==> src/rtl/clk_gate_ctrl_pkg.sv <==
// Shared types and constants for the idle-driven clock-gating controller.
package clk_gate_ctrl_pkg;

    typedef enum logic [2:0] {
        CGC_RUN,
        CGC_IDLE_WAIT,
        CGC_SLEEP_REQ,
        CGC_GATED,
        CGC_WAKE
    } cgc_state_e;

    localparam int STAT_W = 32;

    // Quiesce request stays raised from the request phase through the gated phase.
    function automatic logic cgc_req_active(input cgc_state_e s);
        logic r;
        case (s)
            CGC_SLEEP_REQ: r = 1'b1;
            CGC_GATED:     r = 1'b1;
            default:       r = 1'b0;
        endcase
        return r;
    endfunction

endpackage

==> src/rtl/clk_gate_ctrl_icg.sv <==
// Integrated clock-gating cell: enable captured while clk is low, so clkg
// never glitches; tst_en bypasses the enable for scan.
module icg (
    input  logic clk,
    input  logic en,
    input  logic tst_en,
    output logic clkg
);

    logic en_q;

    // enable sampled on the falling edge holds steady across the high phase
    always_ff @(negedge clk) begin
        en_q <= en;
    end

    assign clkg = clk & (en_q | tst_en);

endmodule

==> src/rtl/clk_gate_ctrl.sv <==
// Idle-hysteresis clock-gating controller driving one icg cell.
// Optional gated-cycle statistics counter: define CLK_GATE_CTRL_STATS_EN.
module clk_gate_ctrl
    import clk_gate_ctrl_pkg::*;
#(
    parameter int N_REQ    = 4,
    parameter int IDLE_W   = 8,
    parameter int WAKE_CYC = 2
) (
    input  logic              clk,
    input  logic              rst_n,
    input  logic              tst_en,
    input  logic              cfg_gate_en,
    input  logic [IDLE_W-1:0] cfg_idle_thresh,
    input  logic [N_REQ-1:0]  busy_i,
    input  logic [N_REQ-1:0]  wake_i,
    input  logic              slp_ack_i,
    output logic              slp_req_o,
    output logic              clk_en_o,
    output logic              clkg,
    output logic              rdy_o,
    output logic              gated_o
`ifdef CLK_GATE_CTRL_STATS_EN
    ,
    input  logic              stat_clr,
    output logic [STAT_W-1:0] stat_gated_cnt
`endif
);

    localparam logic [IDLE_W-1:0] CNT_MAX   = {IDLE_W{1'b1}};
    localparam logic [IDLE_W-1:0] WAKE_LAST = IDLE_W'(WAKE_CYC - 1);

    function automatic logic [IDLE_W-1:0] sat_inc(input logic [IDLE_W-1:0] v);
        return (v == CNT_MAX) ? v : v + IDLE_W'(1'b1);
    endfunction

    cgc_state_e        state_q, state_d;
    logic [IDLE_W-1:0] cnt_q, cnt_d;
    logic              act_s;
    logic              slp_req_d, clk_en_d, rdy_d, gated_d;

    assign act_s = (|busy_i) | (|wake_i);

    // next-state: one counter serves both idle hysteresis and wake settle
    always_comb begin
        state_d = state_q;
        cnt_d   = cnt_q;
        case (state_q)
            CGC_RUN: begin
                if (cfg_gate_en && !act_s) begin
                    state_d = CGC_IDLE_WAIT;
                    cnt_d   = {IDLE_W{1'b0}};
                end else begin
                    state_d = CGC_RUN;
                end
            end
            CGC_IDLE_WAIT: begin
                if (act_s || !cfg_gate_en) begin
                    state_d = CGC_RUN;
                end else if (cnt_q >= cfg_idle_thresh) begin
                    state_d = CGC_SLEEP_REQ;
                end else begin
                    cnt_d = sat_inc(cnt_q);
                end
            end
            CGC_SLEEP_REQ: begin
                // activity outranks an acknowledge arriving in the same cycle
                if (act_s || !cfg_gate_en) begin
                    state_d = CGC_RUN;
                end else if (slp_ack_i) begin
                    state_d = CGC_GATED;
                end else begin
                    state_d = CGC_SLEEP_REQ;
                end
            end
            CGC_GATED: begin
                if (act_s || !cfg_gate_en) begin
                    state_d = CGC_WAKE;
                    cnt_d   = {IDLE_W{1'b0}};
                end else begin
                    state_d = CGC_GATED;
                end
            end
            CGC_WAKE: begin
                if (cnt_q >= WAKE_LAST) begin
                    state_d = CGC_RUN;
                end else begin
                    cnt_d = sat_inc(cnt_q);
                end
            end
            default: begin
                state_d = CGC_RUN;
                cnt_d   = {IDLE_W{1'b0}};
            end
        endcase
    end

    // output decode from the next state so every output is a flop
    always_comb begin
        slp_req_d = cgc_req_active(state_d);
        clk_en_d  = 1'b1;
        rdy_d     = 1'b1;
        gated_d   = 1'b0;
        case (state_d)
            CGC_GATED: begin
                clk_en_d = 1'b0;
                rdy_d    = 1'b0;
                gated_d  = 1'b1;
            end
            CGC_WAKE: begin
                rdy_d = 1'b0;
            end
            default: begin
                rdy_d = 1'b1;
            end
        endcase
    end

    // state, counter and registered outputs
    always_ff @(posedge clk or negedge rst_n) begin
        if (!rst_n) begin
            state_q   <= CGC_RUN;
            cnt_q     <= {IDLE_W{1'b0}};
            slp_req_o <= 1'b0;
            clk_en_o  <= 1'b1;
            rdy_o     <= 1'b1;
            gated_o   <= 1'b0;
        end else begin
            state_q   <= state_d;
            cnt_q     <= cnt_d;
            slp_req_o <= slp_req_d;
            clk_en_o  <= clk_en_d;
            rdy_o     <= rdy_d;
            gated_o   <= gated_d;
        end
    end

    icg u_icg (
        .clk    (clk),
        .en     (clk_en_o),
        .tst_en (tst_en),
        .clkg   (clkg)
    );

`ifdef CLK_GATE_CTRL_STATS_EN
    logic [STAT_W-1:0] stat_q;

    // gated-cycle counter, clear outranks increment
    always_ff @(posedge clk or negedge rst_n) begin
        if (!rst_n) begin
            stat_q <= {STAT_W{1'b0}};
        end else if (stat_clr) begin
            stat_q <= {STAT_W{1'b0}};
        end else if (state_q == CGC_GATED) begin
            stat_q <= stat_q + STAT_W'(1'b1);
        end else begin
            stat_q <= stat_q;
        end
    end

    assign stat_gated_cnt = stat_q;
`endif

endmodule

==> config.mk <==
export PLATFORM = sky130hd
export DESIGN_NAME = clk_gate_ctrl
export DESIGN_NICKNAME = d
export VERILOG_FILES = /design/src/rtl/clk_gate_ctrl_pkg.sv /design/src/rtl/clk_gate_ctrl_icg.sv /design/src/rtl/clk_gate_ctrl.sv
export SDC_FILE = /design/constraint.sdc
export NUM_CORES = 1
export LEC_CHECK = 0
export ABC_CLOCK_PERIOD_IN_PS = 4500
export CORE_MARGIN = 10
export CORE_UTILIZATION = 54
export DETAILED_ROUTE_END_ITERATION = 16
export GPL_TIMING_DRIVEN = 0
export HOLD_SLACK_MARGIN = 0.03
export PLACE_DENSITY = 0.87
export SLEW_MARGIN = 20
export SYNTH_ARGS = -nofsm -noshare
export SYNTH_HDL_FRONTEND = slang
export SYNTH_SLANG_ARGS = --single-unit
==> constraint.sdc <==
create_clock -name clk -period 4.5 [get_ports clk]
set_input_delay 0.45 -clock clk [delete_from_list [all_inputs] [get_ports clk]]
set_output_delay 0.45 -clock clk [all_outputs]
set_load 0.03 [all_outputs]
Nets reached from selected ports:
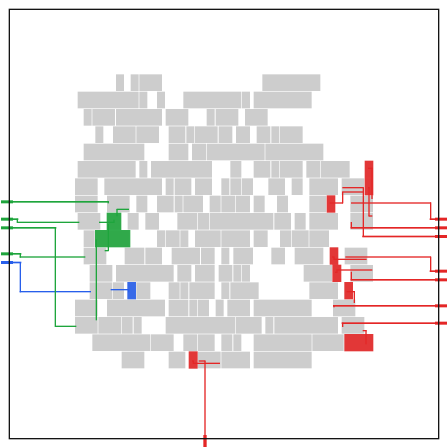
color	port	bits	direction	end cells	buffers	wire
green	wake_i	4	input	2	4	85.7 µm
blue	slp_ack_i	1	input	1	1	19.9 µm
red	cfg_idle_thresh	8	input	8	8	165 µm

Routed metal, one color a layer:
Scale bar: 20 µm.
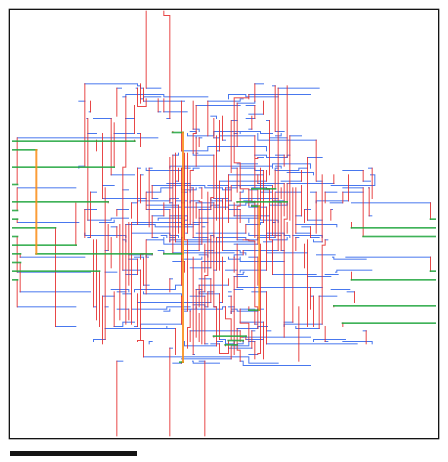
color	layer	wire length
red	met2	1380 µm
green	met3	205 µm
orange	met4	68.7 µm
blue	met1	1110 µm

Cell placement:
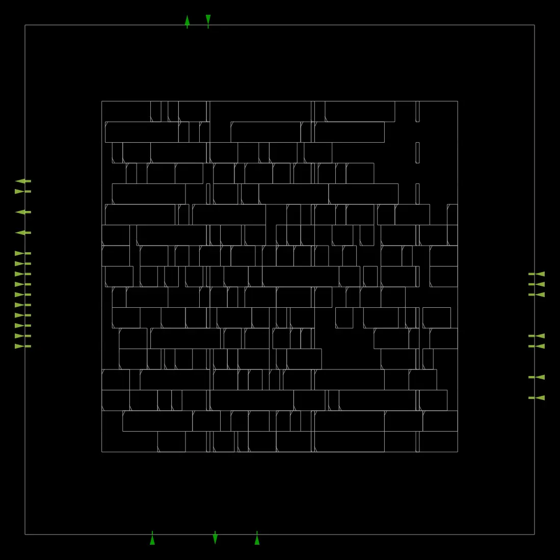
non-filler cells, final: 185
Core ar.: 2170 µm²

Clock wires, drivers and flops:
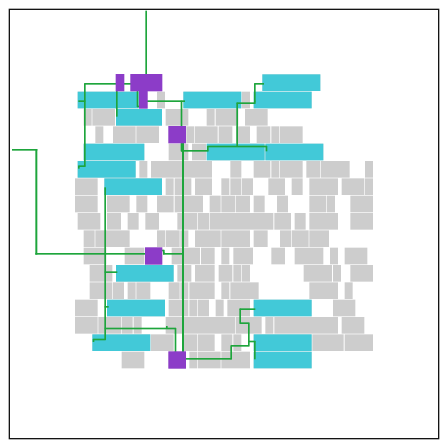
[purple] cells driving clock nets | count: 7
[cyan] flip-flops | count: 16
[green] clock wires | length: 252 µm
routed clock nets	8

Pin map:
Pins as bars across the die edge, other pins in gray.
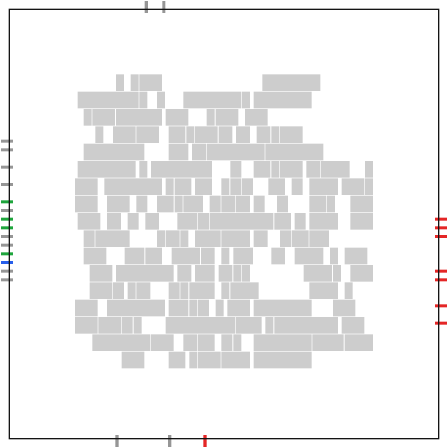
color	port	pins	direction	edge
red	cfg_idle_thresh	8	input	7 east, 1 south
blue	slp_ack_i	1	input	west
green	wake_i	4	input	west

==> job_summary.md <==
## Implementation flow summary

| Metric | Value |
|---|---|
| Yosys stat area | `1200 µm²` |
| NumNets Final | `190` |
| Least-Margin Pin Slew | `0.678 ns` |
| Die width | `67.2 µm` |
| DRC | `0` |
| Clock power frac | `51.4%` |
| RSZ-0062 raised after global routing | `false` |
| Top cells, area | `dfrtp_1, ha_1, mux2i_1` |
| ANT nets after route | `0` |
| Cts bufs inserted | `3` |
| Final setup viols | `0` |
| Met3 Use GR | `3.97%` |
| GRT overflow | `0` |
| Hold Crit Class | `input pin to asynchronous set/reset pin` |
| CP peak stage delay | `0.67 ns` |
| R2R cell count | `8` |
| Area share, top type | `27.1%` |
| Routed vias | `1042` |
| Synthesized area | `1200 µm²` |
| Post-synth EDFFs | `0` |
| Largest delay contributor family on the critical path | `buffers and inverters` |
| Status | `completed` |
| Io pins | `26` |
| H-tree depth | `1` |
| CP dominant cell by count | `nor2_1` |
| Post-detailed-routing wire length | `2.76 mm` |
| First-pass GRT wire length | `4.81 mm` |
| Busiest grt layer | `met2` |
| Diodes inserted | `0` |
| GR Layer Usage met1 | `13.8%` |
| Post-CTS setup buffer count | `0` |
| Met3 wire length | `205 µm` |
| CP Capture Type | `output pin` |
| Gate power share | `9.5%` |
| End of the worst register-to-register path | `cnt_q[0]` |
| Final worst slack | `0.363 ns` |
| DIE AREA | `4510 µm²` |
| Drt first-iter violations | `21` |
| Post-DP HPWL | `2.24 mm` |
| Final Hold Fails | `0` |
| Uppermost layer routed | `met4` |
| DR pass1 iterations | `4` |
| Reg2reg setup slack | `1.65 ns` |
| CTS tree | `done` |
| R2R Path Start | `cnt_q[0]` |
| Die H | `67.2 µm` |
| # rows | `17` |
| Critical Path Stages | `3` |
per-stage QoR:
stage	utilization (%)	area, µm²	total power [W]	hold slack, ns	instances
after floorplan	-	1200	0.000190	0.154	127
after global placement	68.5	1490	0.000228	0.580	180
after CTS	71.1	1540	0.000377	0.569	185
final	71.1	1540	0.000372	0.546	185
after detailed placement	68.5	1490	0.000230	0.588	180
after global routing	71.1	1540	0.000388	0.598	185
sequential cells by signal (all words and copies together) (netlist names):
register    flops
u_icg.en_q      1
cnt_q           8
gated_o         1
clk_en_o        1
state_q         3
slp_req_o       1
rdy_o           1
worst max path at each step:
stage          endpoint       start
6_report           clkg  u_icg.en_q
5_1_grt            clkg  u_icg.en_q
4_1_cts            clkg  u_icg.en_q
3_5_place_dp       clkg  u_icg.en_q
3_3_place_gp       clkg  u_icg.en_q
2_1_floorplan      clkg  u_icg.en_q
cells by family after synthesis:
group | after synthesis | synth area share, %
DFF | 16 | 33.1
adders and majority gates | 11 | 11.5
muxes | 7 | 5.94
AOI/OAI and AO/OA | 25 | 20.1
buffers and inverters | 16 | 5.52
and+or+nand+nor | 50 | 22.4
xor gates and xnor gates | 2 | 1.46
cell usage in the layout (no fill, tap or decap), types with 5 or more instances in the layout:
| cell | count |
|---|---|
| clkdlybuf4s50_1 | 25 |
| nor3_1 | 6 |
| mux2i_1 | 6 |
| nand2_1 | 12 |
| inv_1 | 13 |
| dfrtp_1 | 13 |
| ha_1 | 11 |
| nand2b_1 | 5 |
| nor2_1 | 8 |
| a21oi_1 | 5 |
area by class of cell:
class,instances,area [µm²]
inverters,11,41.3
clock inverters,3,37.5
flip-flops and latches,16,398
clock buffers,4,32.5
fillers,181,627
plain buffers,4,21.3
well taps,28,35.0
multi-input cells,95,737
repair buffers,24,240
Power figures rest on the tool's default switching activity, not on a simulated workload.
